[config.mk]
export PLATFORM = sky130hd
export DESIGN_NAME = sync_fifo
export DESIGN_NICKNAME = d
export VERILOG_FILES = /design/src/rtl/sync_fifo_pkg.sv /design/src/rtl/sync_fifo_mem.sv /design/src/rtl/sync_fifo.sv
export SDC_FILE = /design/constraint.sdc
export NUM_CORES = 1
export LEC_CHECK = 0
export CAP_MARGIN = 25
export CORE_MARGIN = 10
export CORE_UTILIZATION = 55
export DETAILED_ROUTE_END_ITERATION = 6
export PLACE_DENSITY = 0.76
export REMOVE_ABC_BUFFERS = 1
export SLEW_MARGIN = 20
export SYNTH_ARGS = -nofsm -noshare
export SYNTH_HDL_FRONTEND = slang
export SYNTH_SLANG_ARGS = --single-unit
[constraint.sdc]
create_clock -name clk -period 3.3 [get_ports clk]
set_clock_uncertainty 0.05 [all_clocks]
set_input_delay 0.66 -clock clk [delete_from_list [all_inputs] [get_ports clk]]
set_output_delay 0.66 -clock clk [all_outputs]
set_load 0.01 [all_outputs]
[src/rtl/sync_fifo_pkg.sv]
// sync_fifo_pkg: shared definitions for the sync_fifo family.
//   - default parameter constants
//   - cnt_width(depth): width of an occupancy counter able to hold 0..depth
//   - sync_fifo_status_t: status bundle for parent blocks
package sync_fifo_pkg;

  localparam int DEF_DEPTH      = 8;
  localparam int DEF_DATA_WIDTH = 8;
  localparam int DEF_AE_THRESH  = 1;

  function automatic int cnt_width(input int depth);
    return $clog2(depth + 1);
  endfunction

  typedef struct packed {
    logic full;
    logic empty;
    logic almost_full;
    logic almost_empty;
  } sync_fifo_status_t;

endpackage

[src/rtl/sync_fifo_mem.sv]
// sync_fifo_mem: storage array for sync_fifo.
// Ports:
//   clk    in   clock, rising edge
//   rst_n  in   synchronous active-low reset (read register only)
//   we     in   write enable
//   waddr  in   write address
//   wdata  in   write data
//   re     in   read enable; rdata loads mem[raddr] when set
//   raddr  in   read address
//   rdata  out  registered read data, holds when re is low
// The array itself is never reset.
module sync_fifo_mem #(
  parameter int DEPTH      = 8,
  parameter int DATA_WIDTH = 8,
  parameter int AW         = 3
) (
  input  logic                  clk,
  input  logic                  rst_n,
  input  logic                  we,
  input  logic [AW-1:0]         waddr,
  input  logic [DATA_WIDTH-1:0] wdata,
  input  logic                  re,
  input  logic [AW-1:0]         raddr,
  output logic [DATA_WIDTH-1:0] rdata
);

  logic [DATA_WIDTH-1:0] mem [DEPTH];

  always_ff @(posedge clk) begin
    if (we) mem[waddr] <= wdata;
  end

  always_ff @(posedge clk) begin
    if (!rst_n) begin
      rdata <= '0;
    end else if (re) begin
      rdata <= mem[raddr];
    end
  end

endmodule

[src/rtl/sync_fifo.sv]
// sync_fifo: parametrised single-clock FIFO with occupancy count,
// almost-full/almost-empty thresholds and write-while-full when a read
// is accepted in the same cycle. No empty bypass.
// Optional feature macro: SYNC_FIFO_ERR_FLAGS_EN builds sticky
// overflow/underflow flags; without it both outputs are tied low.
// Ports:
//   clk, rst_n                 clock / synchronous active-low reset
//   wren, i_data               write request and data
//   rden, o_data               read request, registered read data
//   full, empty                count == DEPTH / count == 0
//   almost_full, almost_empty  count >= AF_THRESH / count <= AE_THRESH
//   count                      current occupancy
//   err_clr                    clears sticky error flags
//   overflow, underflow        sticky rejected-write / rejected-read flags
module sync_fifo
  import sync_fifo_pkg::*;
#(
  parameter int DEPTH      = DEF_DEPTH,
  parameter int DATA_WIDTH = DEF_DATA_WIDTH,
  parameter int AF_THRESH  = DEPTH - 1,
  parameter int AE_THRESH  = DEF_AE_THRESH
) (
  input  logic                         clk,
  input  logic                         rst_n,
  input  logic                         wren,
  input  logic [DATA_WIDTH-1:0]        i_data,
  input  logic                         rden,
  output logic [DATA_WIDTH-1:0]        o_data,
  output logic                         full,
  output logic                         empty,
  output logic                         almost_full,
  output logic                         almost_empty,
  output logic [cnt_width(DEPTH)-1:0]  count,
  input  logic                         err_clr,
  output logic                         overflow,
  output logic                         underflow
);

  localparam int AW = (DEPTH > 1) ? $clog2(DEPTH) : 1;
  localparam int CW = cnt_width(DEPTH);

  localparam logic [AW-1:0] LAST_PTR = AW'(DEPTH - 1);
  localparam logic [CW-1:0] DEPTH_C  = CW'(DEPTH);
  localparam logic [CW-1:0] AF_C     = CW'(AF_THRESH);
  localparam logic [CW-1:0] AE_C     = CW'(AE_THRESH);

  logic [AW-1:0]     wr_ptr, rd_ptr;
  logic              wr_acc, rd_acc;
  sync_fifo_status_t status;

  // Compare-and-reset wrap so non-power-of-two depths never index past DEPTH-1.
  function automatic logic [AW-1:0] ptr_next(input logic [AW-1:0] p);
    return (p == LAST_PTR) ? '0 : p + AW'(1);
  endfunction

  always_comb begin
    status              = '0;
    status.full         = (count == DEPTH_C);
    status.empty        = (count == '0);
    status.almost_full  = (AF_THRESH != 0) && (count >= AF_C);
    status.almost_empty = (count <= AE_C);
  end

  assign full         = status.full;
  assign empty        = status.empty;
  assign almost_full  = status.almost_full;
  assign almost_empty = status.almost_empty;

  // A read frees a slot in the same cycle, so a full FIFO still takes a write
  // when the read is accepted; the converse (read on empty) is never bypassed.
  assign rd_acc = rden && !status.empty;
  assign wr_acc = wren && (!status.full || rd_acc);

  always_ff @(posedge clk) begin
    if (!rst_n) begin
      wr_ptr <= '0;
      rd_ptr <= '0;
      count  <= '0;
    end else begin
      if (wr_acc) wr_ptr <= ptr_next(wr_ptr);
      if (rd_acc) rd_ptr <= ptr_next(rd_ptr);
      unique case ({wr_acc, rd_acc})
        2'b10:   count <= count + CW'(1);
        2'b01:   count <= count - CW'(1);
        default: count <= count;
      endcase
    end
  end

  sync_fifo_mem #(
    .DEPTH      (DEPTH),
    .DATA_WIDTH (DATA_WIDTH),
    .AW         (AW)
  ) u_mem (
    .clk   (clk),
    .rst_n (rst_n),
    .we    (wr_acc && rst_n),
    .waddr (wr_ptr),
    .wdata (i_data),
    .re    (rd_acc),
    .raddr (rd_ptr),
    .rdata (o_data)
  );

`ifdef SYNC_FIFO_ERR_FLAGS_EN
  // Set wins over clear so an error in the clearing cycle is not lost.
  always_ff @(posedge clk) begin
    if (!rst_n) begin
      overflow  <= 1'b0;
      underflow <= 1'b0;
    end else begin
      if (wren && !wr_acc)  overflow <= 1'b1;
      else if (err_clr)     overflow <= 1'b0;
      if (rden && !rd_acc)  underflow <= 1'b1;
      else if (err_clr)     underflow <= 1'b0;
    end
  end
`else
  logic unused_err_clr;
  assign unused_err_clr = err_clr;
  assign overflow       = 1'b0;
  assign underflow      = 1'b0;
`endif

endmodule

==> CHANGELOG.md <==
## Flow update

- Portion of the layout cell area used by clock cells: 0.0496
- Fp util: 0.577
- R2R cell count: 7
- Post-detailed-placement half-perimeter wirelength: 4310 microns
- Via count of the first global-routing pass: 1991
- Main area contributors after synthesis: edfxtp_1 55%, mux2i_1 11%, dfxtp_1 10%, o22ai_1 3.2%, ha_1 2.5%
- CP Class: flip-flop to output port
- Endpoint required time on the critical path: 2590 ps
- Run status: finished clean
- Largest combinational cell category by area: multiplexers
- Flip-flop and latch area: 2280 sq um
- Post-detailed-route via-to-cell ratio: 5.74
- Final non-filler cell total: 365
- Cell count after placement: 349
- Final setup margin: 302 ps
- Post-placement setup slack: 692 ps
- Standard cell area after detailed placement: 3830 sq um
- Length of the first detailed-routing pass in iterations: 6
- Post-layout total power: 2640 uW
- Synth Cell Area: 3500 sq um
- Chip Area: 9950 sq um
- Origin of the worst min-delay path: u_mem.rdata[7]
- Number of remaining DRC errors: 0
- Multi-input combinational gate total: 151
- Capture point of the critical path: empty
- Number of hold violations in the final report: 0
- Ratio of cells with drive above 1 in the final layout: 0.124
- CTS H-Tree Depth: 3
- Clk sink count: 82
- Non-clock buffers: 36
- Fraction of synthesized cell area taken by the top area cell type: 0.550
- Grt met2 use: 0.220
- Vertical die dimension: 99.7 microns
- Buffer levels on the longest clock path: 2
- Weighted congestion reported at the end of routability-driven placement: 0.819
- Std-Cell Rows: 28
- Simple-gate share of the synthesized area: 0.0966
- Count of antenna diodes in the layout: 0
- Number of cells in Yosys stat: 253
- CTS buffer count: 9
- Nature of the critical path startpoint: flip-flop
- Share of the yosys chip area belonging to registers: 0.653
- Layer with the highest usage after global routing: met2
- Worst VDD drop: 475 uV
- Die X-Extent: 99.7 microns
- Antenna violation net count after detailed routing: 0
## synth_stat cells, types with 3 or more instances
cell      number
ha_1           7
buf_4          7
buf_2          3
nor3_1        11
nand2b_1       4
dfxtp_1       18
clkbuf_1       3
a21oi_1        3
nand2_1       13
mux2i_1       38
o21ai_0        9
edfxtp_1      64
nor2_1        16
inv_1          5
o22ai_1       18
o21a_1         3
## critical path: stages, from the launching register on
cell             delay, ps
dfxtp_1                400
inv_1                  130
ha_1                   280
nand2b_1               270
nor2_1                 260
clkdlybuf4s50_1        580
## where the power goes
part	leakage [uW]	internal (uW)	total [uW]	switching [uW]
sequential	0.000726	1180	1280	90.7
combinational	0.000519	312	651	339
clock	0.0000962	354	718	364
Fig. 1: placement by cell class
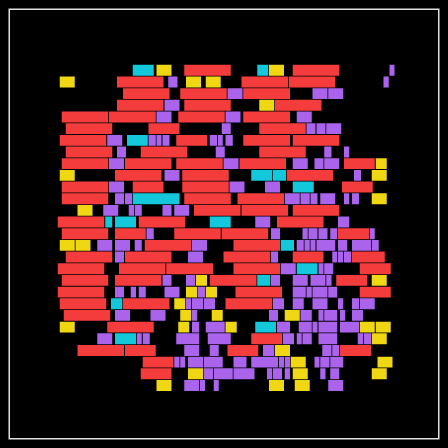
legend:
  clock drivers and dummy loads:
    color: cyan
    cells: 16
    share_of_their_area: 5.1%
  flops:
    color: red
    cells: 82
    share_of_their_area: 58%
  other buffers and delay cells:
    color: yellow
    cells: 36
    share_of_their_area: 8.6%
  combinational and other logic:
    color: purple
    cells: 156
    share_of_their_area: 28%
flop share of the area: 0.566
end-of-flow core utilization: 0.666

Fig. 2: track usage over the die
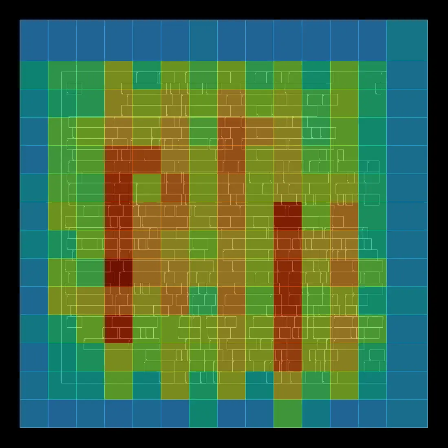
met3 demand-to-capacity share in global routing: 0.0394
met1 usage in global routing: 0.165

Fig. 3: cell area per tile
Scale bar: 20 microns. 10 x 10 tiles, from black (low) to pale yellow (high), 0 to 100% covered.
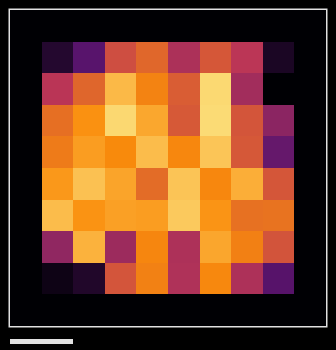
emptiest ninth of the die: upper right
fullest tile: 92%
densest ninth of the die: center
tiles over 75% full: 22%

Fig. 4: port wiring
Scale bar: 20 microns.
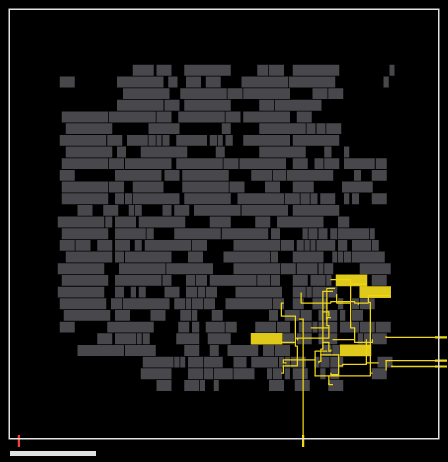
legend:
  count:
    color: yellow
    bits: 4
    direction: output
    edge: 3 right, 1 bottom
    end_cells: 4
    buffers: 4
    wire: 289 microns
  err_clr:
    color: red
    bits: 1
    direction: input
    edge: bottom
    end_cells: 0
    buffers: 0

Fig. 5: PDN straps and rails
Scale bar: 20 microns. Pins as bars on the die edge.
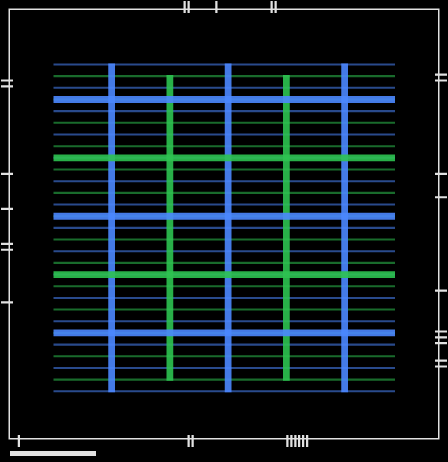
legend:
  VDD:
    color: green
  VSS:
    color: blue
rows: 28
signal pins: 31

Power and IR drop assume default switching activity.
